`src/rtl/int_dp_seq_pkg.sv`:
```
// Shared definitions for the integer datapath sequencer.
// Holds the op_class codes, FSM state encoding, register-file write-data
// (Y_Sel) codes, destination-address (DA_sel) codes and the decoded
// per-op control bundle.
package int_dp_seq_pkg;

    localparam logic [2:0] OP_ALU_R  = 3'd0;
    localparam logic [2:0] OP_ALU_I  = 3'd1;
    localparam logic [2:0] OP_MULDIV = 3'd2;
    localparam logic [2:0] OP_MFHI   = 3'd3;
    localparam logic [2:0] OP_MFLO   = 3'd4;
    localparam logic [2:0] OP_LDY    = 3'd5;
    localparam logic [2:0] OP_LINK   = 3'd6;

    localparam logic [4:0] LINK_REG  = 5'd31;

    typedef enum logic [1:0] {
        ST_IDLE = 2'd0,
        ST_RD   = 2'd1,
        ST_EX   = 2'd2,
        ST_WB   = 2'd3
    } state_e;

    typedef enum logic [2:0] {
        Y_ALU = 3'b000,
        Y_HI  = 3'b001,
        Y_LO  = 3'b010,
        Y_DY  = 3'b011,
        Y_PC  = 3'b100
    } y_sel_e;

    typedef enum logic [1:0] {
        DA_RD  = 2'b00,
        DA_RT  = 2'b01,
        DA_R31 = 2'b10
    } da_sel_e;

    // Which phases an op visits plus its static control values.
    typedef struct packed {
        logic    use_rd;
        logic    use_ex;
        logic    use_wb;
        logic    wr_en;
        logic    hilo_ld;
        logic    t_sel;
        logic    illegal;
        y_sel_e  y_sel;
        da_sel_e da_sel;
    } dec_t;

endpackage

```
`src/rtl/int_dp_seq_decode.sv`:
```
// Combinational op_class decoder.
// Ports:
//   op_class  in   OP_W  requested operation class
//   dec       out  dec_t phase path, write enable, HI/LO load, T_Sel,
//                        Y_Sel and DA_sel for that class
// Any code not listed (7, or wider codes when OP_W > 3) decodes as illegal:
// a single WB cycle that writes nothing.
module int_dp_seq_decode
    import int_dp_seq_pkg::*;
#(
    parameter int OP_W = 3
) (
    input  logic [OP_W-1:0] op_class,
    output dec_t            dec
);

    always_comb begin
        dec         = '0;
        dec.use_wb  = 1'b1;
        dec.illegal = 1'b1;
        dec.y_sel   = Y_ALU;
        dec.da_sel  = DA_RD;
        case (op_class)
            OP_W'(OP_ALU_R): begin
                dec.illegal = 1'b0;
                dec.use_rd  = 1'b1;
                dec.use_ex  = 1'b1;
                dec.wr_en   = 1'b1;
            end
            OP_W'(OP_ALU_I): begin
                dec.illegal = 1'b0;
                dec.use_rd  = 1'b1;
                dec.use_ex  = 1'b1;
                dec.wr_en   = 1'b1;
                dec.t_sel   = 1'b1;
                dec.da_sel  = DA_RT;
            end
            OP_W'(OP_MULDIV): begin
                dec.illegal = 1'b0;
                dec.use_rd  = 1'b1;
                dec.use_ex  = 1'b1;
                dec.use_wb  = 1'b0;
                dec.hilo_ld = 1'b1;
            end
            OP_W'(OP_MFHI): begin
                dec.illegal = 1'b0;
                dec.wr_en   = 1'b1;
                dec.y_sel   = Y_HI;
            end
            OP_W'(OP_MFLO): begin
                dec.illegal = 1'b0;
                dec.wr_en   = 1'b1;
                dec.y_sel   = Y_LO;
            end
            OP_W'(OP_LDY): begin
                dec.illegal = 1'b0;
                dec.use_rd  = 1'b1;
                dec.wr_en   = 1'b1;
                dec.y_sel   = Y_DY;
                dec.da_sel  = DA_RT;
            end
            OP_W'(OP_LINK): begin
                dec.illegal = 1'b0;
                dec.wr_en   = 1'b1;
                dec.y_sel   = Y_PC;
                dec.da_sel  = DA_R31;
            end
            default: ;
        endcase
    end

endmodule

```
`src/rtl/int_dp_sequencer.sv`:
```
// Integer datapath sequencer: accepts one op request at a time and walks
// the datapath through register read (RD), execute (EX) and write-back (WB).
// Ports:
//   clk, reset                    clock, asynchronous active-high reset
//   req_valid / req_ready         request handshake (ready only in IDLE)
//   op_class, fs, shamt, rs, rt,
//   rd, imm, pc                   request fields, captured at accept
//   C, V, N, Z                    ALU flags from the datapath
//   S_Addr, T_Addr, D_Addr        register-file addresses
//   FS, shift_val                 ALU function and shift amount
//   DA_sel, Y_Sel                 destination and write-data selects
//   D_En, T_Sel, HILO_LD          write enable, immediate select, HI/LO load
//   DT, DY, PC_in                 immediate, load data and link value
//   done, err                     completion pulse, illegal-op flag
//   flags                         {C,V,N,Z} captured at the end of EX
// All datapath-facing outputs are decoded from the current state, so an
// asynchronous reset lands in IDLE and drops every enable immediately.
module int_dp_sequencer
    import int_dp_seq_pkg::*;
#(
    parameter int OP_W = 3
) (
    input  logic            clk,
    input  logic            reset,
    input  logic            req_valid,
    output logic            req_ready,
    input  logic [OP_W-1:0] op_class,
    input  logic [4:0]      fs,
    input  logic [4:0]      shamt,
    input  logic [4:0]      rs,
    input  logic [4:0]      rt,
    input  logic [4:0]      rd,
    input  logic [31:0]     imm,
    input  logic [31:0]     pc,
    input  logic            C,
    input  logic            V,
    input  logic            N,
    input  logic            Z,
    output logic [4:0]      S_Addr,
    output logic [4:0]      T_Addr,
    output logic [4:0]      D_Addr,
    output logic [4:0]      FS,
    output logic [4:0]      shift_val,
    output logic [1:0]      DA_sel,
    output logic [2:0]      Y_Sel,
    output logic            D_En,
    output logic            T_Sel,
    output logic            HILO_LD,
    output logic [31:0]     DT,
    output logic [31:0]     DY,
    output logic [31:0]     PC_in,
    output logic            done,
    output logic            err,
    output logic [3:0]      flags
);

    state_e      state, state_n;
    dec_t        dec_in, dec_q;
    logic [4:0]  fs_q, shamt_q, rs_q, rt_q, rd_q;
    logic [31:0] imm_q, pc_q;
    logic [4:0]  dst;
    logic        accept;

    int_dp_seq_decode #(.OP_W(OP_W)) u_decode (
        .op_class (op_class),
        .dec      (dec_in)
    );

    assign accept = (state == ST_IDLE) && req_valid;

    always_ff @(posedge clk or posedge reset) begin
        if (reset) state <= ST_IDLE;
        else       state <= state_n;
    end

    // Request fields are only consumed outside IDLE, so they need no reset.
    always_ff @(posedge clk) begin
        if (accept) begin
            dec_q   <= dec_in;
            fs_q    <= fs;
            shamt_q <= shamt;
            rs_q    <= rs;
            rt_q    <= rt;
            rd_q    <= rd;
            imm_q   <= imm;
            pc_q    <= pc;
        end
    end

    always_ff @(posedge clk or posedge reset) begin
        if (reset)                flags <= 4'b0000;
        else if (state == ST_EX)  flags <= {C, V, N, Z};
    end

    always_comb begin
        state_n   = state;
        req_ready = 1'b0;
        S_Addr    = '0;
        T_Addr    = '0;
        D_Addr    = '0;
        FS        = '0;
        shift_val = '0;
        DA_sel    = DA_RD;
        Y_Sel     = Y_ALU;
        D_En      = 1'b0;
        T_Sel     = 1'b0;
        HILO_LD   = 1'b0;
        DT        = '0;
        DY        = '0;
        PC_in     = '0;
        done      = 1'b0;
        err       = 1'b0;
        dst       = rd_q;

        unique case (state)
            ST_IDLE: begin
                req_ready = 1'b1;
                if (req_valid) state_n = dec_in.use_rd ? ST_RD : ST_WB;
            end
            ST_RD: begin
                S_Addr = rs_q;
                T_Addr = rt_q;
                if (dec_q.t_sel) begin
                    T_Sel = 1'b1;
                    DT    = imm_q;
                end
                if (dec_q.y_sel == Y_DY) DY = imm_q;
                state_n = dec_q.use_ex ? ST_EX : ST_WB;
            end
            ST_EX: begin
                FS        = fs_q;
                shift_val = shamt_q;
                HILO_LD   = dec_q.hilo_ld;
                if (dec_q.use_wb) begin
                    state_n = ST_WB;
                end else begin
                    done    = 1'b1;
                    state_n = ST_IDLE;
                end
            end
            ST_WB: begin
                done    = 1'b1;
                err     = dec_q.illegal;
                state_n = ST_IDLE;
                if (dec_q.da_sel == DA_RT)       dst = rt_q;
                else if (dec_q.da_sel == DA_R31) dst = LINK_REG;
                if (dec_q.wr_en) begin
                    Y_Sel  = dec_q.y_sel;
                    DA_sel = dec_q.da_sel;
                    D_Addr = dst;
                    // Writes to R0 are dropped; R31 is never zero.
                    D_En   = (dst != 5'd0);
                end
                if (dec_q.y_sel == Y_DY) DY    = imm_q;
                if (dec_q.y_sel == Y_PC) PC_in = pc_q;
            end
            default: state_n = ST_IDLE;
        endcase
    end

endmodule
```
`config.mk`:
```
export PLATFORM = sky130hd
export DESIGN_NAME = int_dp_sequencer
export DESIGN_NICKNAME = d
export VERILOG_FILES = /design/src/rtl/int_dp_seq_pkg.sv /design/src/rtl/int_dp_seq_decode.sv /design/src/rtl/int_dp_sequencer.sv
export SDC_FILE = /design/constraint.sdc
export NUM_CORES = 1
export LEC_CHECK = 0
export ABC_CLOCK_PERIOD_IN_PS = 3670
export CORE_MARGIN = 1
export CORE_UTILIZATION = 35
export DETAILED_ROUTE_END_ITERATION = 16
export PLACE_DENSITY = 0.8
export SLEW_MARGIN = 0
export SYNTH_ARGS = -nofsm -noshare
export SYNTH_HDL_FRONTEND = slang
export SYNTH_HIERARCHICAL = 1
export SYNTH_SLANG_ARGS = --single-unit
```
`constraint.sdc`:
```
create_clock -name clk -period 3.67 [get_ports clk]
set_input_delay 0.734 -clock clk [delete_from_list [all_inputs] [get_ports clk]]
set_output_delay 0.734 -clock clk [all_outputs]
set_load 0.02 [all_outputs]
```
==> summary.txt <==
Results of the run.

The maximum level of the CTS H-tree is 3. The total area inside the core boundary comes to 12600 µm². For reference, the clock transition at the flip-flops on the worst setup and hold paths is 70 ps.

The die boundary width is 115 µm. The total vias in the final route is 3277. VDD sags by at most 276 µV.

The synthesized design contains 106 register bits. The share of the clock period used by the worst path after layout is 0.846. Synthesis handed over a netlist of 311 instances.

The report lists the cells along the critical path as nor4b_1 > nor4_1 > or3_1 > clkdlybuf4s50_1. STA classifies the critical path endpoint as an output port. The post-cts resize count is 0. The smallest clock period supported by the final layout is computed as 3100 ps. Relative to the synthesized area, the layout overhead comes to 62.2%.

The library cells used most frequently in the layout, excluding fill and tap cells, are sky130_fd_sc_hd__clkdlybuf4s50_1, sky130_fd_sc_hd__edfxtp_1, sky130_fd_sc_hd__and2_1. The initial DRC count is 130. Dividing the detail-routed via count by the number of cells gives 4.58.

The critical path is of the reg -> out type. The overall die size recorded for this design is 13300 µm². Per Yosys stat, the portion of area used by sequential elements is 0.702. The script reports the combined buffer and inverter count of the critical path as 1. The path class of the lowest-slack min-delay path is reg -> reg. The mapped netlist covers 4490 µm². The number of cells in Yosys stat is 311.

The total power divided by cell area is 558 nW/µm². In the log, the iteration count for the first detailed-route pass is 4. The TritonCTS clock tree is built. The global-route congestion overflow total is 0. Per the post-synthesis report, the nets total 410.

The synthesized netlist has a Yosys-reported chip area of 4490 µm². The flow ran to the end, and the final reports show no timing, DRC or antenna violations. Setup repair after global routing left no endpoint under its margin.
==> kinds of logic after synthesis <==
group,after synthesis,share of synthesized area
and+or+nand+nor,157,0.224
DFF,106,0.702
buffers and inverters,26,0.0312
muxes,11,0.0256
AOI/OAI and AO/OA,10,0.0153
xor gates and xnor gates,1,0.00195
==> worst paths after layout <==
| path | from | endpoint | slack [ps] |
|---|---|---|---|
| worst max-delay path | dec_q[1] | D_En | 570 |
| worst min-delay path | dec_q[10] | state[0] | 440 |
| worst max register to register | state[0] | pc_q[11] | 1940 |
| worst min register to register | dec_q[10] | state[0] | 440 |
| max in group asynchronous | reset | state[1] | 2880 |
| min in group asynchronous | reset | flags[3] | 600 |
==> where the power goes <==
part           leakage (nW)  switching [W]  internal [W]
registers             0.992       0.000124       0.00161
logic                  1.54       0.000691      0.000639
clock network         0.150       0.000410      0.000593
==> per-layer routing <==
metal  up-vias  GRT usage  part of all wire
met5         -          0                 0
met4         0     0.0632             0.014
met3        12     0.0622             0.091
met2       154      0.286              0.51
met1      1542      0.174              0.38
li1       1569          -                 -
==> per-stage QoR <==
stage | power (W) | cells | util
after floorplan | 0.00244 | 311 | -
after global placement | 0.00306 | 700 | 0.555
after detailed placement | 0.00310 | 700 | 0.555
after CTS | 0.00411 | 716 | 0.580
after global routing | 0.00426 | 716 | 0.580
final | 0.00406 | 716 | 0.580
==> final cells by class <==
cell class | count | area [µm²]
Multi-Input combinational cell | 179 | 1200
Tap cell | 172 | 215
Inverter | 4 | 15.0
Clock inverter | 6 | 81.3
Timing Repair Buffer | 239 | 2390
Sequential cell | 106 | 3150
Fill cell | 1029 | 5280
Clock buffer | 10 | 229
Figure 1. Signal wires by layer.
Drawn at 4 px/µm. Two of the layers only.
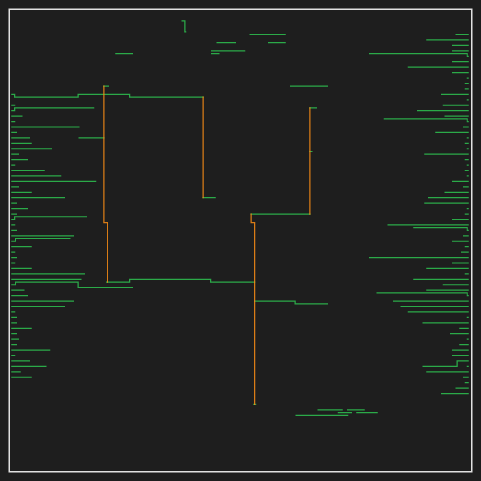
green -> M3  # wire length 985 µm
orange -> M4  # wire length 150 µm

Figure 2. A small window of the routed layout.
Region (76, 76) to (96, 96) µm. Cells in gray, sequential cells in the stronger gray; small squares are vias.
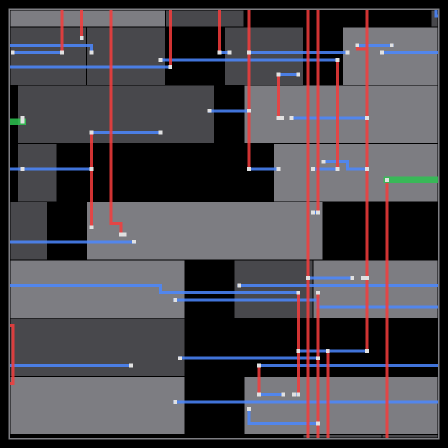
green -> M3
red -> M2
blue -> M1
netlist names of flops here include = imm_q (7)
most frequent = edfxtp_1 (7), clkdlybuf4s50_1 (4), clkbuf_16 (2)
cells with their middle in the window = 15
sequential cells in the window = 7

Figure 3. The clock network.
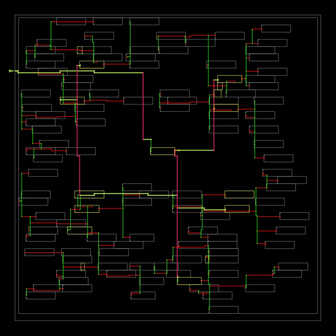
clock buffer count from CTS: 9
Flops: 106
power consumed by the clock network: 0.00100 W
setup skew after layout: 4.37 ps
clock insertion delay at the later pin of the skew report: 340 ps

Power figures rest on the tool's default switching activity, not on a simulated workload.
